m1.png
Supply wires on this layer in gray.
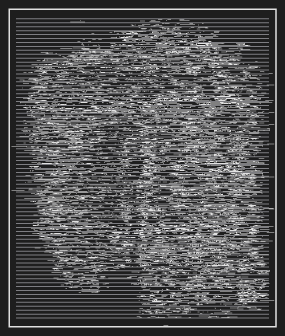
m2.png
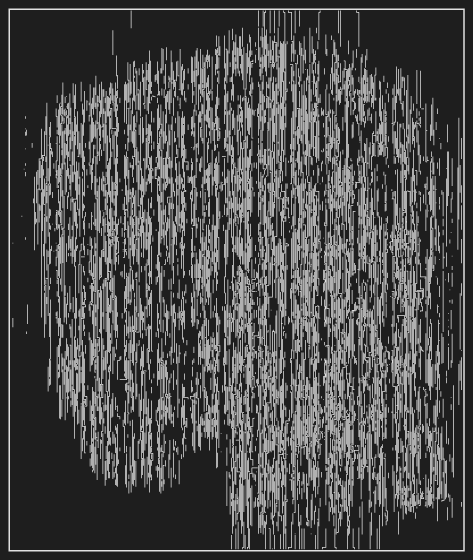
**config.mk**
```make
export PLATFORM = sky130hd
export DESIGN_NAME = beam_scan_doa
export DESIGN_NICKNAME = d
export VERILOG_FILES = /design/src/rtl/beam_scan_doa.sv
export SDC_FILE = /design/constraint.sdc
export NUM_CORES = 1
export LEC_CHECK = 0
export CAP_MARGIN = 15
export CORE_ASPECT_RATIO = 1.2
export CORE_MARGIN = 4
export CORE_UTILIZATION = 56
export CTS_CLUSTER_DIAMETER = 120
export CTS_CLUSTER_SIZE = 24
export DETAILED_ROUTE_END_ITERATION = 8
export PLACE_DENSITY = 0.87
export SYNTH_ARGS = -nofsm -noshare
export SYNTH_HDL_FRONTEND = slang
export SYNTH_SLANG_ARGS = --single-unit
export TNS_END_PERCENT = 1
```
**constraint.sdc**
```tcl
create_clock -name clk_in -period 2.8 [get_ports clk_in]
set_input_delay 0.56 -clock clk_in [delete_from_list [all_inputs] [get_ports clk_in]]
set_output_delay 0.56 -clock clk_in [all_outputs]
set_load 0.01 [all_outputs]
```
**src/rtl/beam_scan_doa.sv**
```systemverilog
// beam_scan_doa: steps a steering angle, measures beamformer energy per angle and reports the peak.
module beam_scan_doa #(
  parameter int SAMPLE_WIDTH   = 16,
  parameter int ANGLE_STEP     = 1,
  parameter int MAX_ANGLE      = 180,
  parameter int SETTLE_SAMPLES = 16,
  parameter int DWELL_LOG2     = 10,
  parameter int ACC_WIDTH      = 2*SAMPLE_WIDTH+DWELL_LOG2
) (
  input  logic                           clk_in,
  input  logic                           rst_n_in,
  input  logic                           start_in,
  input  logic signed [SAMPLE_WIDTH-1:0] sample_in,
  input  logic                           sample_valid_in,
  output logic [7:0]                     angle_out,
  output logic                           busy_out,
  output logic                           energy_valid_out,
  output logic [ACC_WIDTH-1:0]           energy_out,
  output logic                           done_out,
  output logic [7:0]                     best_angle_out,
  output logic [ACC_WIDTH-1:0]           best_energy_out
);
  localparam int DWELL = 1 << DWELL_LOG2;
  localparam int CMAX  = SETTLE_SAMPLES > DWELL ? SETTLE_SAMPLES : DWELL;
  localparam int CW    = $clog2(CMAX);
  typedef enum logic [2:0] {IDLE, SETTLE, ACCUM, COMPARE, DONE} state_t;
  state_t r_state, w_next;
  logic [CW-1:0]                   r_cnt;
  logic [ACC_WIDTH-1:0]            r_acc, r_best_e, r_energy, r_best_e_out;
  logic [7:0]                      r_angle, r_best_a, r_best_a_out;
  logic                            r_busy, r_done, r_energy_valid;
  logic signed [2*SAMPLE_WIDTH-1:0] w_prod;
  logic [ACC_WIDTH-1:0]            w_acc_sum;
  logic [8:0]                      w_angle_sum;
  logic                            w_settle_end, w_accum_end, w_last_angle, w_upd, w_busy, w_done;
  assign w_prod      = sample_in * sample_in;
  assign w_acc_sum   = r_acc + ACC_WIDTH'($unsigned(w_prod));
  assign w_angle_sum = {1'b0, r_angle} + 9'(ANGLE_STEP);
  assign w_last_angle = w_angle_sum > 9'(MAX_ANGLE);
  assign w_settle_end = r_state == SETTLE && sample_valid_in && r_cnt == CW'(SETTLE_SAMPLES-1);
  assign w_accum_end  = r_state == ACCUM && sample_valid_in && r_cnt == CW'(DWELL-1);
  assign w_upd        = r_acc > r_best_e;
  always_ff @(posedge clk_in or negedge rst_n_in)
    if (!rst_n_in) r_state <= IDLE;
    else r_state <= w_next;
  always_comb begin
    w_next = r_state;
    unique case (r_state)
      IDLE:    w_next = start_in ? SETTLE : IDLE;
      SETTLE:  w_next = w_settle_end ? ACCUM : SETTLE;
      ACCUM:   w_next = w_accum_end ? COMPARE : ACCUM;
      COMPARE: w_next = w_last_angle ? DONE : SETTLE;
      DONE:    w_next = IDLE;
      default: w_next = IDLE;
    endcase
  end
  // outputs are registered from the next state so done and busy-fall share one cycle
  always_comb begin
    w_busy = w_next == SETTLE || w_next == ACCUM || w_next == COMPARE;
    w_done = w_next == DONE;
  end
  always_ff @(posedge clk_in or negedge rst_n_in) begin
    if (!rst_n_in) begin
      r_cnt          <= '0;
      r_acc          <= '0;
      r_best_e       <= '0;
      r_best_a       <= '0;
      r_angle        <= '0;
      r_energy       <= '0;
      r_best_e_out   <= '0;
      r_best_a_out   <= '0;
      r_busy         <= 1'b0;
      r_done         <= 1'b0;
      r_energy_valid <= 1'b0;
    end else begin
      r_busy         <= w_busy;
      r_done         <= w_done;
      r_energy_valid <= w_accum_end;
      if (w_accum_end) r_energy <= w_acc_sum;
      unique case (r_state)
        IDLE: if (start_in) begin
          r_angle  <= '0;
          r_acc    <= '0;
          r_cnt    <= '0;
          r_best_e <= '0;
          r_best_a <= '0;
        end
        SETTLE: if (sample_valid_in) begin
          r_cnt <= w_settle_end ? '0 : r_cnt + 1'b1;
          if (w_settle_end) r_acc <= '0;
        end
        ACCUM: if (sample_valid_in) begin
          r_acc <= w_acc_sum;
          r_cnt <= w_accum_end ? '0 : r_cnt + 1'b1;
        end
        COMPARE: begin
          if (w_upd) begin
            r_best_e <= r_acc;
            r_best_a <= r_angle;
          end
          if (!w_last_angle) r_angle <= w_angle_sum[7:0];
          if (w_last_angle) begin
            r_best_e_out <= w_upd ? r_acc : r_best_e;
            r_best_a_out <= w_upd ? r_angle : r_best_a;
          end
        end
        default: ;
      endcase
    end
  end
  assign angle_out        = r_angle;
  assign busy_out         = r_busy;
  assign energy_valid_out = r_energy_valid;
  assign energy_out       = r_energy;
  assign done_out         = r_done;
  assign best_angle_out   = r_best_a_out;
  assign best_energy_out  = r_best_e_out;
endmodule
```
==> summary.txt <==
Implementation summary

The run finished, with violations left. The checks that failed: negative setup slack. The total routing resource utilization after global routing is 0.280. For this run, the post-layout net count is 3081. The fraction of final layout cells with drive strength greater than 1 is 0.203.

Per STA, the library cell used most along the worst path is sky130_fd_sc_hd__fa_1. The worst hold-check path type is input port to asynchronous set/reset pin. Setup violations remaining at the end of the flow were counted as 178.

The first detailed-routing pass took 6 iterations. The flip-flop and latch count after synthesis is 208. TritonRoute reported its final design rule violation total as 0. Pins over their slew limit in the final report were tallied at 0. After clock tree synthesis, the flow added hold-fix buffers numbering 0. The top cell type's share of synthesized area is 0.252. The main area contributors are sky130_fd_sc_hd__dfrtp_1 25%, sky130_fd_sc_hd__fa_1 23%, sky130_fd_sc_hd__ha_1 9.9%. The endpoint identified for the worst register-to-register timing path is best_energy_out[12]. The count of inverters not on the clock network in the layout is 447. The slowest stage of the critical path is the sky130_fd_sc_hd__fa_1 cell. The least setup slack across all paths after layout is -5380 ps.

The netlist area before placement is 20600 sq um. After routing the design area is 26200 sq um.

The type of the setup path with the least slack is input port to flop. The post-CTS setup buffer count is 5. Per the post-synthesis report, the number of cells in the design is 2243. The worst setup path is captured at a flop. The Yosys chip area is 20600 sq um. The registers of the reported paths see a clock transition of 100 ps. The I/O pin total is 123. Per the OpenROAD timing report, the critical path contains 31 cells.

The floorplan report lists the tap cell count as 468. The share of the core filled with cells is 0.726. The initial antenna violation count is 0.

In the finished layout, the clock tree contains a buffer count of 13. For this run, the slowest stage of the critical path takes 580 ps. The cell count after placement is 3107.

The mean routed wirelength per cell is 18.6 um. The beginning of the worst register-to-register path is r_best_e[18]. The sum of buffers and inverters on the critical path is 5. The net count after synthesis is 2665. Setup repair after global routing could not meet its margin everywhere.

The pre-CTS setup slack is -5970 ps. The number of antenna diodes in the final layout is 0. Timing would allow up to 122 MHz. Leaving out the clock tree, the finished layout contains a buffer count of 481.

The insertion delay of the later-clocked pin in the worst-skew pair is 480 ps. The biggest fanout along the worst timing path is 7. The number of maximum-capacitance violations is 0. Detailed placement ended at an HPWL of 44400 um. The async set or reset register ratio after synthesis is 1.00. The number of gates resized after CTS was 101. The synthesis stats list as the most numerous cell sky130_fd_sc_hd__inv_1. The time the final worst path needs with I/O delays and setup is 8180 ps. The commonest non-fill, non-tap cell in the layout is sky130_fd_sc_hd__inv_1. TritonCTS built the clock tree. The hold violation total from the final report is 0. The height of the die is 218 um.

The fraction of area in non-clock buffers is 0.157.
Back to the opening pictures, m1.png:
The longest straight run is 31.7 um. 2894 nets have wire on it. The layer carries 21.3 mm of wire. The wires run mostly horizontal. The layer holds 37% of the routed length.
post-detailed-routing wire length: 58000 um
number of vias after detailed routing: 17777
met1 routing resource usage after global routing: 0.336

Back to the opening pictures, m2.png:
The longest straight run is 56.1 um. 2783 nets have wire on it. The layer holds 53% of the routed length. The layer carries 30.7 mm of wire.
GRT met2 Usage: 0.522

[flip-flops by register name, indices dropped and copies added (netlist names)]
register	flops
best_energy_out	42
energy_out	42
r_acc	42
r_best_e	42
r_cnt	10
angle_out	8
best_angle_out	8
r_best_a	8
r_state	3
busy_out	1
done_out	1
energy_valid_out	1
[cell families after synthesis]
logic type      after synthesis  share of synthesized area
buf+inv                     526                     0.0966
compound gates              360                      0.113
mux                         107                     0.0522
flops                       208                      0.252
fa+ha+maj                   402                      0.330
simple gates                560                      0.122
xor+xnor                     80                     0.0340
[layer usage]
layer	routed length, um	GRT usage	up-vias
met1	21300	0.336	8825
li1	-	-	7971
met2	30700	0.522	788
met4	2620	0.103	0
met5	0	0	-
met3	3430	0.0255	193
